Figure 1. Metal 2.
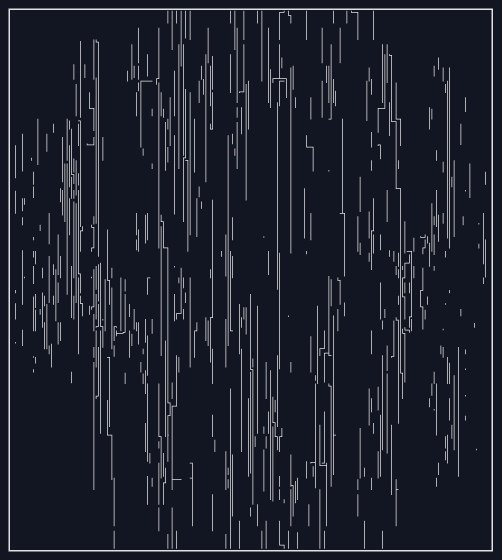
Figure 2. Signal wires on met1.
Bar = 20 um.
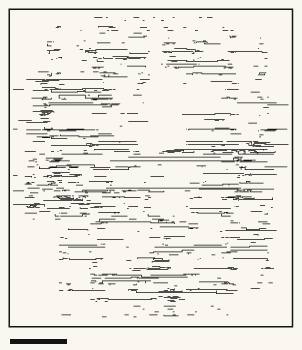
Figure 3. The metal 3 layer.
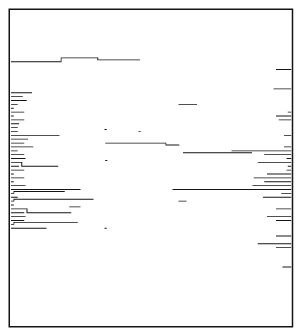
Figure 4. Track usage over the die.
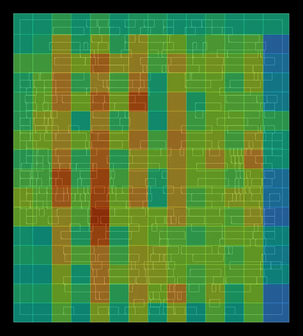
Figure 5. Port wiring.
Bar = 20 um.
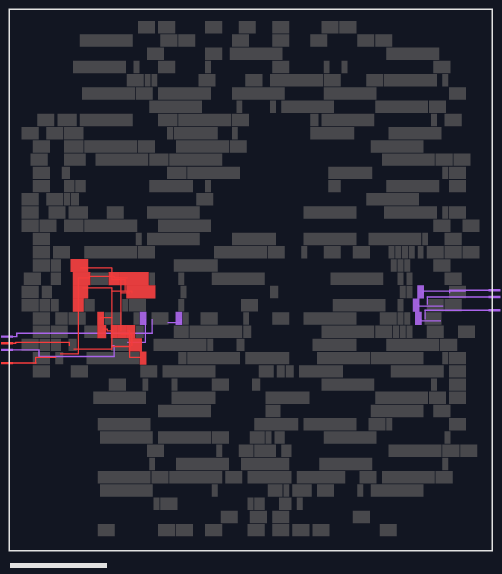
<file path="src/rtl/instr_pack_if.sv">
// Request/response bundle for instr_pack: field-level request in, packed word out.
// master drives requests and consumes words; slave is the encoder.
interface instr_pack_if;
   logic        in_valid;
   logic        in_ready;
   logic [1:0]  immsrc;
   logic [6:0]  opcode;
   logic [2:0]  funct3;
   logic [4:0]  rd;
   logic [4:0]  rs1;
   logic [4:0]  rs2;
   logic [31:0] imm;
   logic        out_valid;
   logic        out_ready;
   logic [31:0] out_instr;
   logic        out_err;

   modport master (
      output in_valid, immsrc, opcode, funct3, rd, rs1, rs2, imm, out_ready,
      input  in_ready, out_valid, out_instr, out_err
   );

   modport slave (
      input  in_valid, immsrc, opcode, funct3, rd, rs1, rs2, imm, out_ready,
      output in_ready, out_valid, out_instr, out_err
   );
endinterface

</file>
<file path="src/rtl/instr_pack.sv">
// Streaming RISC-V instruction encoder (I/S/B/J) with a small output FIFO and range-error flag.
// Optional INSTR_PACK_STATS_EN adds saturating popped-word / popped-error counters.
module instr_pack #(
   parameter int unsigned DEPTH = 2
) (
   input  logic         clk,
   input  logic         reset,
   instr_pack_if.slave  bus
`ifdef INSTR_PACK_STATS_EN
   ,
   output logic [15:0]  stat_words,
   output logic [15:0]  stat_errs
`endif
);

   localparam int unsigned AW = (DEPTH > 1) ? $clog2(DEPTH) : 1;
   localparam int unsigned CW = $clog2(DEPTH) + 1;

   logic signed [31:0] imm_s;
   logic [31:0]        packed_instr;
   logic               range_err;

   logic [32:0]   mem_q [DEPTH];
   logic [AW-1:0] wr_ptr_q, wr_ptr_d;
   logic [AW-1:0] rd_ptr_q, rd_ptr_d;
   logic [CW-1:0] count_q, count_d;
   logic          push, pop;

   assign imm_s = $signed(bus.imm);

   always_comb begin
      packed_instr = '0;
      range_err    = 1'b0;
      unique case (bus.immsrc)
         2'b00: begin
            packed_instr = {bus.imm[11:0], bus.rs1, bus.funct3, bus.rd, bus.opcode};
            range_err    = (imm_s < -32'sd2048) || (imm_s > 32'sd2047);
         end
         2'b01: begin
            packed_instr = {bus.imm[11:5], bus.rs2, bus.rs1, bus.funct3, bus.imm[4:0],
                            bus.opcode};
            range_err    = (imm_s < -32'sd2048) || (imm_s > 32'sd2047);
         end
         2'b10: begin
            packed_instr = {bus.imm[12], bus.imm[10:5], bus.rs2, bus.rs1, bus.funct3,
                            bus.imm[4:1], bus.imm[11], bus.opcode};
            range_err    = (imm_s < -32'sd4096) || (imm_s > 32'sd4094) || bus.imm[0];
         end
         2'b11: begin
            packed_instr = {bus.imm[20], bus.imm[10:1], bus.imm[11], bus.imm[19:12], bus.rd,
                            bus.opcode};
            range_err    = (imm_s < -32'sd1048576) || (imm_s > 32'sd1048574) || bus.imm[0];
         end
         default: ;
      endcase
   end

   // in_ready depends only on registered occupancy, so no out_ready->in_ready path exists.
   assign bus.in_ready  = (count_q != CW'(DEPTH));
   assign bus.out_valid = (count_q != '0);
   assign push          = bus.in_valid & bus.in_ready;
   assign pop           = bus.out_valid & bus.out_ready;

   assign bus.out_instr = bus.out_valid ? mem_q[rd_ptr_q][31:0] : '0;
   assign bus.out_err   = bus.out_valid ? mem_q[rd_ptr_q][32]   : 1'b0;

   always_comb begin
      wr_ptr_d = wr_ptr_q;
      rd_ptr_d = rd_ptr_q;
      count_d  = count_q;
      if (push) begin
         wr_ptr_d = (wr_ptr_q == AW'(DEPTH - 1)) ? '0 : wr_ptr_q + 1'b1;
      end
      if (pop) begin
         rd_ptr_d = (rd_ptr_q == AW'(DEPTH - 1)) ? '0 : rd_ptr_q + 1'b1;
      end
      unique case ({push, pop})
         2'b10:   count_d = count_q + 1'b1;
         2'b01:   count_d = count_q - 1'b1;
         default: count_d = count_q;
      endcase
   end

   always_ff @(posedge clk or posedge reset) begin
      if (reset) begin
         wr_ptr_q <= '0;
         rd_ptr_q <= '0;
         count_q  <= '0;
      end else begin
         wr_ptr_q <= wr_ptr_d;
         rd_ptr_q <= rd_ptr_d;
         count_q  <= count_d;
      end
   end

   // Storage needs no reset: entries are only visible while counted as occupied.
   always_ff @(posedge clk) begin
      if (push) begin
         mem_q[wr_ptr_q] <= {range_err, packed_instr};
      end
   end

`ifdef INSTR_PACK_STATS_EN
   logic [15:0] stat_words_q, stat_errs_q;

   always_ff @(posedge clk or posedge reset) begin
      if (reset) begin
         stat_words_q <= '0;
         stat_errs_q  <= '0;
      end else if (pop) begin
         if (stat_words_q != 16'hFFFF) begin
            stat_words_q <= stat_words_q + 16'd1;
         end
         if (bus.out_err && (stat_errs_q != 16'hFFFF)) begin
            stat_errs_q <= stat_errs_q + 16'd1;
         end
      end
   end

   assign stat_words = stat_words_q;
   assign stat_errs  = stat_errs_q;
`endif

endmodule

</file>
<file path="src/flat_wrapper.sv">
// flat-port wrapper written by rule: the top's interface ports become plain ports
module instr_pack_flat 
#(
   parameter int unsigned DEPTH = 2
)
  (clk, reset, bus_in_valid, bus_immsrc, bus_opcode, bus_funct3, bus_rd, bus_rs1, bus_rs2, bus_imm, bus_out_ready, bus_in_ready, bus_out_valid, bus_out_instr, bus_out_err);
  instr_pack_if bus_i ();
  input  logic clk;
  input  logic reset;
  input wire logic [$bits(bus_i.in_valid)-1:0] bus_in_valid;
  input wire logic [$bits(bus_i.immsrc)-1:0] bus_immsrc;
  input wire logic [$bits(bus_i.opcode)-1:0] bus_opcode;
  input wire logic [$bits(bus_i.funct3)-1:0] bus_funct3;
  input wire logic [$bits(bus_i.rd)-1:0] bus_rd;
  input wire logic [$bits(bus_i.rs1)-1:0] bus_rs1;
  input wire logic [$bits(bus_i.rs2)-1:0] bus_rs2;
  input wire logic [$bits(bus_i.imm)-1:0] bus_imm;
  input wire logic [$bits(bus_i.out_ready)-1:0] bus_out_ready;
  output wire logic [$bits(bus_i.in_ready)-1:0] bus_in_ready;
  output wire logic [$bits(bus_i.out_valid)-1:0] bus_out_valid;
  output wire logic [$bits(bus_i.out_instr)-1:0] bus_out_instr;
  output wire logic [$bits(bus_i.out_err)-1:0] bus_out_err;
  assign bus_i.in_valid = bus_in_valid;
  assign bus_i.immsrc = bus_immsrc;
  assign bus_i.opcode = bus_opcode;
  assign bus_i.funct3 = bus_funct3;
  assign bus_i.rd = bus_rd;
  assign bus_i.rs1 = bus_rs1;
  assign bus_i.rs2 = bus_rs2;
  assign bus_i.imm = bus_imm;
  assign bus_i.out_ready = bus_out_ready;
  assign bus_in_ready = bus_i.in_ready;
  assign bus_out_valid = bus_i.out_valid;
  assign bus_out_instr = bus_i.out_instr;
  assign bus_out_err = bus_i.out_err;
  instr_pack #(.DEPTH(DEPTH)) u_core (.clk(clk), .reset(reset), .bus(bus_i));
endmodule
</file>
<file path="config.mk">
export PLATFORM = sky130hd
export DESIGN_NAME = instr_pack_flat
export DESIGN_NICKNAME = d
export VERILOG_FILES = /design/src/rtl/instr_pack_if.sv /design/src/rtl/instr_pack.sv /design/src/flat_wrapper.sv
export SDC_FILE = /design/constraint.sdc
export NUM_CORES = 1
export LEC_CHECK = 0
export CORE_AREA = 2 2 97 109
export CTS_BUF_LIST = sky130_fd_sc_hd__clkbuf_16
export DETAILED_ROUTE_END_ITERATION = 10
export DIE_AREA = 0 0 99 111
export GPL_ROUTABILITY_DRIVEN = 0
export GPL_TIMING_DRIVEN = 0
export PLACE_DENSITY = 0.57
export SLEW_MARGIN = 30
export SYNTH_ARGS = -nofsm -noshare
export SYNTH_HDL_FRONTEND = slang
export SYNTH_SLANG_ARGS = --single-unit
</file>
<file path="constraint.sdc">
create_clock -name clk -period 2.8 [get_ports clk]
set_input_delay 0.56 -clock clk [delete_from_list [all_inputs] [get_ports clk]]
set_output_delay 0.56 -clock clk [all_outputs]
set_load 0.005 [all_outputs]
</file>
==> impl_metrics.env <==
# implementation run metrics
export IMPL_io_pin_count=98
export IMPL_fp_util_pct=30.9
export IMPL_cts_tree="done"
export IMPL_power_density_mw_per_mm2=960
export IMPL_cts_sinks=70
export IMPL_cp_slowest_cell="clkdlybuf4s50_1"
export IMPL_rsz0062_at_grt="no"
export IMPL_pwr_share_clk_pct=26.5
export IMPL_sequentialPower_uw=1520
export IMPL_dieArea_mm2=0.0110
export IMPL_ys_sh_xor_pct=2.47
export IMPL_switchingPower_uw=1240
export IMPL_p_int_uw=3160
export IMPL_endpoint="bus_out_instr[21]"
export IMPL_h_tree_depth=3
export IMPL_dieHeight_um=111
export IMPL_synth_main_ff_cell="edfxtp_1"
export IMPL_pwr_share_comb_pct=38.8
export IMPL_drt_iter0_drc=59
export IMPL_dpl_hpwl_um=4910
export IMPL_ys_area_mm2=0.00309
export IMPL_outcome="finished clean"
export IMPL_syn_inst=227
export IMPL_grt_pass1_vias=2298
export IMPL_fin_nets=399
export IMPL_synth_distinct_cells=33
export IMPL_mux_area_share_pct=13.9
export IMPL_antenna_left=0
export IMPL_cts_root_buf="clkbuf_16"
export IMPL_async_flop_share_pct=5.71
export IMPL_largestRegisters="u_core.mem_q x66, u_core.count_q x2"
export IMPL_r2r_cells=4
export IMPL_antenna_found_initial=0
export IMPL_antenna_cells=0
export IMPL_post_route_min_period_ns=2.57
export IMPL_edf_count=66
export IMPL_start_kind="flip-flop"
export IMPL_whs_ns=0.427
export IMPL_yosys_warnings=0
export IMPL_globalRouteOverflowTotal=0
export IMPL_largest_register="u_core.mem_q"
export IMPL_synthAoiAreaFrac_pct=1.66
export IMPL_fa_ha_area_share_pct=0.405
export IMPL_yosys_area_share_simple_pct=12.5
export IMPL_rrSetupSlack_ns=1.02
export IMPL_end_kind="output pin"
export IMPL_nFillCells=913
export IMPL_dieWidth_um=99
export IMPL_crit_required_ns=2.24
Back to the opening pictures, Figure 1:
- nets with wire on the layer: 345
- main direction: vertical
- wire length on this layer: 3500 um
- longest straight run: 44.0 um
- share of all routed wire: 51%

Back to the opening pictures, Figure 2:
- main direction: horizontal
- nets with wire on the layer: 330
- wire length on this layer: 2620 um
- share of all routed wire: 39%
- longest straight run: 49.7 um

Back to the opening pictures, Figure 3:
- main direction: horizontal
- wire length on this layer: 584 um
- share of all routed wire: 8.6%
- longest straight run: 41.3 um

Back to the opening pictures, Figure 4:
WL per Instance: 14.7 um
most crowded layer after global routing: met2
GR Layer Usage met3: 4.10%

Back to the opening pictures, Figure 5:
- `bus_rd`: purple (bits 5; direction input; edge 3 right, 2 left; end cells 5; buffers 5; wire 126 um)
- `bus_immsrc`: red (bits 2; direction input; edge left; end cells 14; buffers 2; wire 132 um)

-- cell type report --
| cell class | instances | area, um^2 | area share [%] |
|---|---|---|---|
| flip-flops and latches | 70 | 2080 | 45.5 |
| repair buffers | 97 | 1010 | 22.0 |
| multi-input cells | 145 | 968 | 21.1 |
| clock buffers | 9 | 225 | 4.92 |
| well taps | 123 | 154 | 3.36 |
| clock inverters | 7 | 88.8 | 1.94 |
| plain buffers | 9 | 45.0 | 0.983 |
| inverters | 3 | 11.3 | 0.246 |
-- repair_timing --
action,CTS,global route
gates resized,1,6
setup endpoints to repair,30,30
setup buffers,0,0
-- metrics by stage --
step	cells	cell area (um^2)
global placement	445	4200
detailed placement	447	4260
CTS	463	4580
floorplan	227	3090
global route	463	4580
finish	463	4580
